## config.mk

```make
export PLATFORM = sky130hd
export DESIGN_NAME = reg_scoreboard_flat
export DESIGN_NICKNAME = d
export VERILOG_FILES = /design/src/rtl/reg_scoreboard_if.sv /design/src/rtl/reg_scoreboard.sv /design/src/flat_wrapper.sv
export SDC_FILE = /design/constraint.sdc
export NUM_CORES = 1
export LEC_CHECK = 0
export ABC_AREA = 1
export CORE_MARGIN = 3
export CORE_UTILIZATION = 37
export DETAILED_ROUTE_END_ITERATION = 10
export PLACE_DENSITY = 0.77
export SLEW_MARGIN = 5
export SYNTH_ARGS = -nofsm -noshare
export SYNTH_HDL_FRONTEND = slang
export SYNTH_SLANG_ARGS = --single-unit
```

## constraint.sdc

```tcl
create_clock -name clk -period 2.1 [get_ports clk]
set_input_delay 0.42 -clock clk [delete_from_list [all_inputs] [get_ports clk]]
set_output_delay 0.42 -clock clk [all_outputs]
set_load 0.01 [all_outputs]
```

## src/rtl/reg_scoreboard_if.sv

```systemverilog
// Issue, writeback and register-file write bundle for reg_scoreboard.
// master = decode/writeback side, slave = the scoreboard itself.
interface reg_scoreboard_if #(
    parameter int NREG = 32,
    parameter int AW   = 5,
    parameter int DW   = 32
);
    logic            flush;
    logic            iss_valid;
    logic [AW-1:0]   iss_rs1;
    logic [AW-1:0]   iss_rs2;
    logic [AW-1:0]   iss_rd;
    logic            iss_wr;
    logic            iss_ready;
    logic            wb0_valid;
    logic [AW-1:0]   wb0_rd;
    logic [DW-1:0]   wb0_data;
    logic            wb0_ready;
    logic            wb1_valid;
    logic [AW-1:0]   wb1_rd;
    logic [DW-1:0]   wb1_data;
    logic            wb1_ready;
    logic            rf_we;
    logic [AW-1:0]   rf_a3;
    logic [DW-1:0]   rf_wd;
    logic [NREG-1:0] busy_vec;

    modport master (
        output flush, iss_valid, iss_rs1, iss_rs2, iss_rd, iss_wr,
        output wb0_valid, wb0_rd, wb0_data, wb1_valid, wb1_rd, wb1_data,
        input  iss_ready, wb0_ready, wb1_ready, rf_we, rf_a3, rf_wd, busy_vec
    );

    modport slave (
        input  flush, iss_valid, iss_rs1, iss_rs2, iss_rd, iss_wr,
        input  wb0_valid, wb0_rd, wb0_data, wb1_valid, wb1_rd, wb1_data,
        output iss_ready, wb0_ready, wb1_ready, rf_we, rf_a3, rf_wd, busy_vec
    );
endinterface

```

## src/rtl/reg_scoreboard.sv

```systemverilog
// Busy-bit scoreboard with RAW/WAW issue stall and round-robin arbitration of the RF write port.
// Define SB_BYPASS_EN to let a waiting instruction issue in the same cycle as its writeback.
module reg_scoreboard #(
    parameter int NREG = 32,
    parameter int AW   = 5,
    parameter int DW   = 32
) (
    input  logic             clk,
    input  logic             rst,
    reg_scoreboard_if.slave  bus
);
    logic [NREG-1:0] busy_reg;
    logic [NREG-1:0] busy_next;
    logic            rr_last_reg;

    logic            grant0;
    logic            grant1;
    logic            grant_any;
    logic [AW-1:0]   grant_rd;
    logic [DW-1:0]   grant_data;
    logic [NREG-1:0] clr_vec;
    logic [NREG-1:0] set_vec;
    logic [NREG-1:0] busy_eff;
    logic            hit_rs1;
    logic            hit_rs2;
    logic            hit_rd;
    logic            iss_fire;

    // rr_last_reg = 1 means wb1 won last, so wb0 takes the next conflict.
    assign grant0    = bus.wb0_valid & (~bus.wb1_valid | rr_last_reg);
    assign grant1    = bus.wb1_valid & (~bus.wb0_valid | ~rr_last_reg);
    assign grant_any = grant0 | grant1;

    always_comb begin
        grant_rd   = '0;
        grant_data = '0;
        if (grant0) begin
            grant_rd   = bus.wb0_rd;
            grant_data = bus.wb0_data;
        end else if (grant1) begin
            grant_rd   = bus.wb1_rd;
            grant_data = bus.wb1_data;
        end
    end

    assign bus.wb0_ready = grant0;
    assign bus.wb1_ready = grant1;
    assign bus.rf_we     = grant_any & (grant_rd != '0);
    assign bus.rf_a3     = grant_rd;
    assign bus.rf_wd     = grant_data;
    assign bus.busy_vec  = busy_reg;

    // Register 0 is hardwired zero, so bit 0 is never set or cleared.
    assign clr_vec[0] = 1'b0;
    assign set_vec[0] = 1'b0;
    generate
        for (genvar gi = 1; gi < NREG; gi++) begin : g_vec
            assign clr_vec[gi] = grant_any & (grant_rd == AW'(gi));
            assign set_vec[gi] = iss_fire & bus.iss_wr & (bus.iss_rd == AW'(gi));
        end
    endgenerate

`ifdef SB_BYPASS_EN
    // The RF forwards same-cycle write data, so a register being written now is safe to read.
    assign busy_eff = busy_reg & ~clr_vec;
`else
    assign busy_eff = busy_reg;
`endif

    assign hit_rs1 = (bus.iss_rs1 != '0) & busy_eff[bus.iss_rs1];
    assign hit_rs2 = (bus.iss_rs2 != '0) & busy_eff[bus.iss_rs2];
    assign hit_rd  = (bus.iss_rd  != '0) & busy_eff[bus.iss_rd];

    assign bus.iss_ready = ~bus.flush & ~hit_rs1 & ~hit_rs2 & ~(bus.iss_wr & hit_rd);
    assign iss_fire      = bus.iss_valid & bus.iss_ready;

    // A set applied after the clear means a same-cycle reissue of the register keeps it busy.
    assign busy_next = bus.flush ? '0 : ((busy_reg & ~clr_vec) | set_vec);

    always_ff @(posedge clk or posedge rst) begin
        if (rst) begin
            busy_reg    <= '0;
            rr_last_reg <= 1'b1;
        end else begin
            busy_reg <= busy_next;
            if (grant0) begin
                rr_last_reg <= 1'b0;
            end else if (grant1) begin
                rr_last_reg <= 1'b1;
            end
        end
    end
endmodule
```

## src/flat_wrapper.sv

```systemverilog
// flat-port wrapper written by rule: the top's interface ports become plain ports
module reg_scoreboard_flat 
#(
    parameter int NREG = 32,
    parameter int AW   = 5,
    parameter int DW   = 32
)
  (clk, rst, bus_flush, bus_iss_valid, bus_iss_rs1, bus_iss_rs2, bus_iss_rd, bus_iss_wr, bus_wb0_valid, bus_wb0_rd, bus_wb0_data, bus_wb1_valid, bus_wb1_rd, bus_wb1_data, bus_iss_ready, bus_wb0_ready, bus_wb1_ready, bus_rf_we, bus_rf_a3, bus_rf_wd, bus_busy_vec);
  reg_scoreboard_if #(.NREG(NREG), .AW(AW), .DW(DW)) bus_i ();
  input  logic clk;
  input  logic rst;
  input wire logic [$bits(bus_i.flush)-1:0] bus_flush;
  input wire logic [$bits(bus_i.iss_valid)-1:0] bus_iss_valid;
  input wire logic [$bits(bus_i.iss_rs1)-1:0] bus_iss_rs1;
  input wire logic [$bits(bus_i.iss_rs2)-1:0] bus_iss_rs2;
  input wire logic [$bits(bus_i.iss_rd)-1:0] bus_iss_rd;
  input wire logic [$bits(bus_i.iss_wr)-1:0] bus_iss_wr;
  input wire logic [$bits(bus_i.wb0_valid)-1:0] bus_wb0_valid;
  input wire logic [$bits(bus_i.wb0_rd)-1:0] bus_wb0_rd;
  input wire logic [$bits(bus_i.wb0_data)-1:0] bus_wb0_data;
  input wire logic [$bits(bus_i.wb1_valid)-1:0] bus_wb1_valid;
  input wire logic [$bits(bus_i.wb1_rd)-1:0] bus_wb1_rd;
  input wire logic [$bits(bus_i.wb1_data)-1:0] bus_wb1_data;
  output wire logic [$bits(bus_i.iss_ready)-1:0] bus_iss_ready;
  output wire logic [$bits(bus_i.wb0_ready)-1:0] bus_wb0_ready;
  output wire logic [$bits(bus_i.wb1_ready)-1:0] bus_wb1_ready;
  output wire logic [$bits(bus_i.rf_we)-1:0] bus_rf_we;
  output wire logic [$bits(bus_i.rf_a3)-1:0] bus_rf_a3;
  output wire logic [$bits(bus_i.rf_wd)-1:0] bus_rf_wd;
  output wire logic [$bits(bus_i.busy_vec)-1:0] bus_busy_vec;
  assign bus_i.flush = bus_flush;
  assign bus_i.iss_valid = bus_iss_valid;
  assign bus_i.iss_rs1 = bus_iss_rs1;
  assign bus_i.iss_rs2 = bus_iss_rs2;
  assign bus_i.iss_rd = bus_iss_rd;
  assign bus_i.iss_wr = bus_iss_wr;
  assign bus_i.wb0_valid = bus_wb0_valid;
  assign bus_i.wb0_rd = bus_wb0_rd;
  assign bus_i.wb0_data = bus_wb0_data;
  assign bus_i.wb1_valid = bus_wb1_valid;
  assign bus_i.wb1_rd = bus_wb1_rd;
  assign bus_i.wb1_data = bus_wb1_data;
  assign bus_iss_ready = bus_i.iss_ready;
  assign bus_wb0_ready = bus_i.wb0_ready;
  assign bus_wb1_ready = bus_i.wb1_ready;
  assign bus_rf_we = bus_i.rf_we;
  assign bus_rf_a3 = bus_i.rf_a3;
  assign bus_rf_wd = bus_i.rf_wd;
  assign bus_busy_vec = bus_i.busy_vec;
  reg_scoreboard #(.NREG(NREG), .AW(AW), .DW(DW)) u_core (.clk(clk), .rst(rst), .bus(bus_i));
endmodule
```

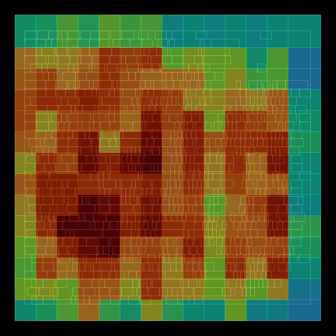
(images/congestion_map.png)
wire length per cell: 20.0 µm
GR Util met2: 0.602
final core utilization: 0.749
M3 GR Usage: 0.0479

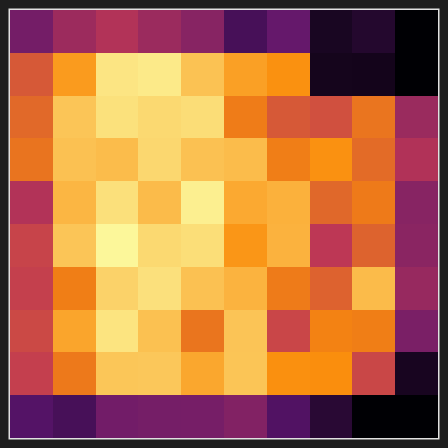
(images/util_map.png)
The die is cut into 10 by 10 equal tiles; black is low, pale yellow is high, 0 to 100% covered.
fullest tile: 98%
emptiest ninth of the die: upper right
nearly empty tiles: 4.0%
mean over tiles: 61%
Init Core Util: 0.391
Placeable Area: 8420 µm²

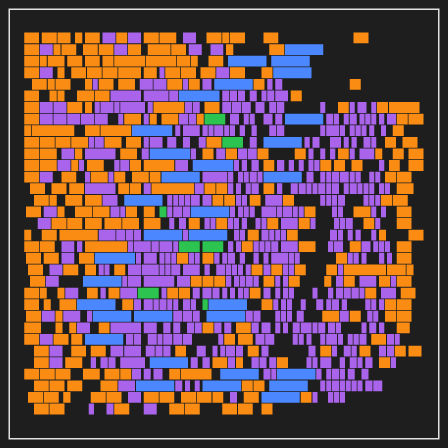
(images/class_map.png)
[orange] remaining buffers and delay cells | cells: 291
[purple] remaining logic cells | cells: 483
[green] clock drivers and dummy loads | cells: 7
[blue] registers | cells: 32
post-route cell area: 6310 µm²
flop share of the area: 0.128

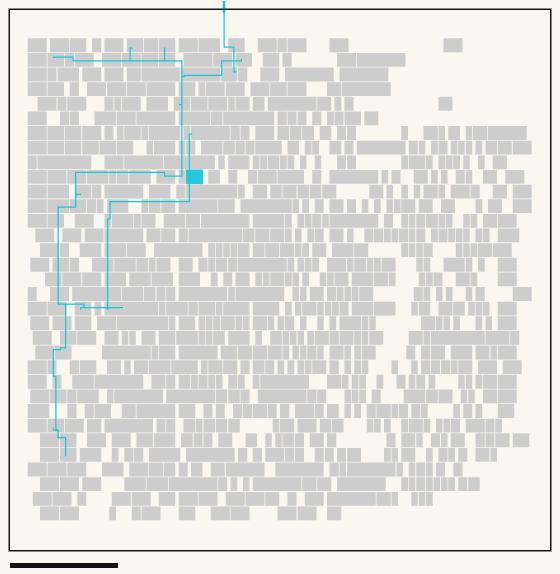
(images/port_trees.png)
The bar under the picture is 20 µm long.
[cyan] `bus_wb0_ready` | bits: 1 | direction: output | end cells: 1 | buffers: 2 | wire: 225 µm
I/O Buffers: 167
I/O pins: 169

==> impl_metrics.json <==
{
  "p_leak_nw": 3.01,
  "clk_pin_slew_ns": 0.07,
  "start_kind": "flop",
  "async_reset_ff_frac": 1.00,
  "ys_seq_frac": 0.243,
  "r2r_end": "u_core.bus.busy_vec[8]",
  "cp_cell_sequence": "buf_6, a21oi_4, clkinv_4, buf_12, o22ai_4, buf_6, buf_6, inv_2, nor2_2, buf_6, nand2_4, o21ai_2, a21oi_2",
  "path_class": "flop to flop",
  "final-nonclk-buf-share": 0.430,
  "synth_nets": 644,
  "ys_sh_simple": 0.384,
  "areaGrowthSynthToFinish_pct": 91.5,
  "cts_root_buffer": "clkbuf_8",
  "top_area_frac": 0.235,
  "seqPwrFrac": 0.283,
  "num-clock-buffers": 6,
  "syn_inst": 548,
  "cp_top_family": "buffers and inverters",
  "power_mw": 2.22,
  "inv_count": 67,
  "mostFrequentLayoutCell": "nand2_1",
  "cp.depth": 13,
  "placed_cell_area_um2": 5630,
  "power_density_nw_per_um2": 352,
  "crit_slowest_cell": "dfstp_2",
  "grt_pass1_vias": 4994,
  "routed-wl-met2_um": 9360,
  "max_freq_mhz": 438,
  "flop_cell": "dfrtp_1",
  "dr.max_layer_used": "met4",
  "hold_viol_final": 0,
  "comb_power_mw": 1.13,
  "place_congestion": 1.04,
  "cp.arrival_ns": 2.44,
  "timing.critical_path.buf_inv": 7,
  "warning_count": 28,
  "finalNonFillerCells": 919,
  "synthAoiAreaFrac": 0.234,
  "clock_latency_ns": 0.28,
  "grt_setup_unrepaired": "true",
  "maxPowerGroup": "combinational cells",
  "cts_max_level": 2,
  "tns_ns": -2.36,
  "hpwl_um": 12400,
  "cts_resized": 234,
  "cp.required_ns": 2.25,
  "r2r_setup_slack_ns": -0.18,
  "reg2reg_depth": 13,
  "muxShareOfSynthArea": 0,
  "crit_top_cell": "buf_6",
  "ys_top_cells_by_area": "dfrtp_1, nand2_1, a22o_1",
  "finalWorstSetupSlack_ns": -0.181,
  "final_layout_size_suffix_gt1_frac": 0.319,
  "maxCapViolCount": 0,
  "route.detailed.drc": 0,
  "use_met1": 0.359,
  "cts_setup_buffers": 10,
  "vdd_drop_max_v": 0.000318,
  "path_max_fanout": 5,
  "crit_end": "u_core.bus.busy_vec[8]",
  "grt_max_degree": 33,
  "top_area_cell": "dfrtp_1",
  "largest_cell_class": "buffers",
  "clock_skew_ns": 0.00466,
  "synth_stat.cells": 548,
  "dp.cells": 880,
  "wl_met3_um": 1720,
  "pwr-share-comb": 0.511,
  "grtUsageTotal": 0.323,
  "worstHoldPathType": "input port to async pin",
  "antenna_found_initial": 1,
  "violations": "setup timing",
  "flop-count": 32,
  "fillCellCount": 612,
  "endpoint_kind": "flop",
  "crit_start": "u_core.rr_last_reg",
  "cts_sinks": 32,
  "synth_area_um2": 3300,
  "powerSeq_mw": 0.628,
  "synth_flops": 32,
  "register_area_um2": 807,
  "slew_viol_final": 0,
  "std_cell_rows": 33,
  "diodes": 1,
  "cts_buffers": 5,
  "whs_ns": 0.529,
  "grt-busiest-layer": "met2",
  "pwr-share-clk": 0.206,
  "sw_frac_of_total": 0.363,
  "dr_total_vias": 5287,
  "dp_slack_ns": -0.981,
  "setup_violations": 51,
  "min_period_ns": 2.28,
  "ys_sh_adder": 0,
  "grt_pass1_wl_um": 25400,
  "nNonClkBuffers": 291,
  "ant_nets": 0,
  "comb_area_um2": 2310,
  "finalNetCount": 909,
  "power.switching_mw": 0.806,
  "yosys-top-cells-count": "nand2_1, inv_1, nor2_1, a21oi_1",
  "ys_chip_area_um2": 3300,
  "synth.most_common_cell": "nand2_1",
  "max_stage_delay_ns": 0.40,
  "status": "finished, violations left",
  "cts_buffer_depth": 2,
  "routed_wirelength_um": 18400,
  "comb_share": 0.366,
  "cts_tree": "built",
  "synth.yosys.warnings": 0,
  "ys_types": 31,
  "largest_reg_flops": 31,
  "die_w_um": 100,
  "first_pass_iters": 7,
  "top_logic_kind": "simple AND/OR/NAND/NOR gates",
  "comb_cells": 416,
  "p_int_mw": 1.41,
  "nWellTaps": 105,
  "cts_hold_buf": 0
}
Power is estimated from default activity; no workload was simulated.
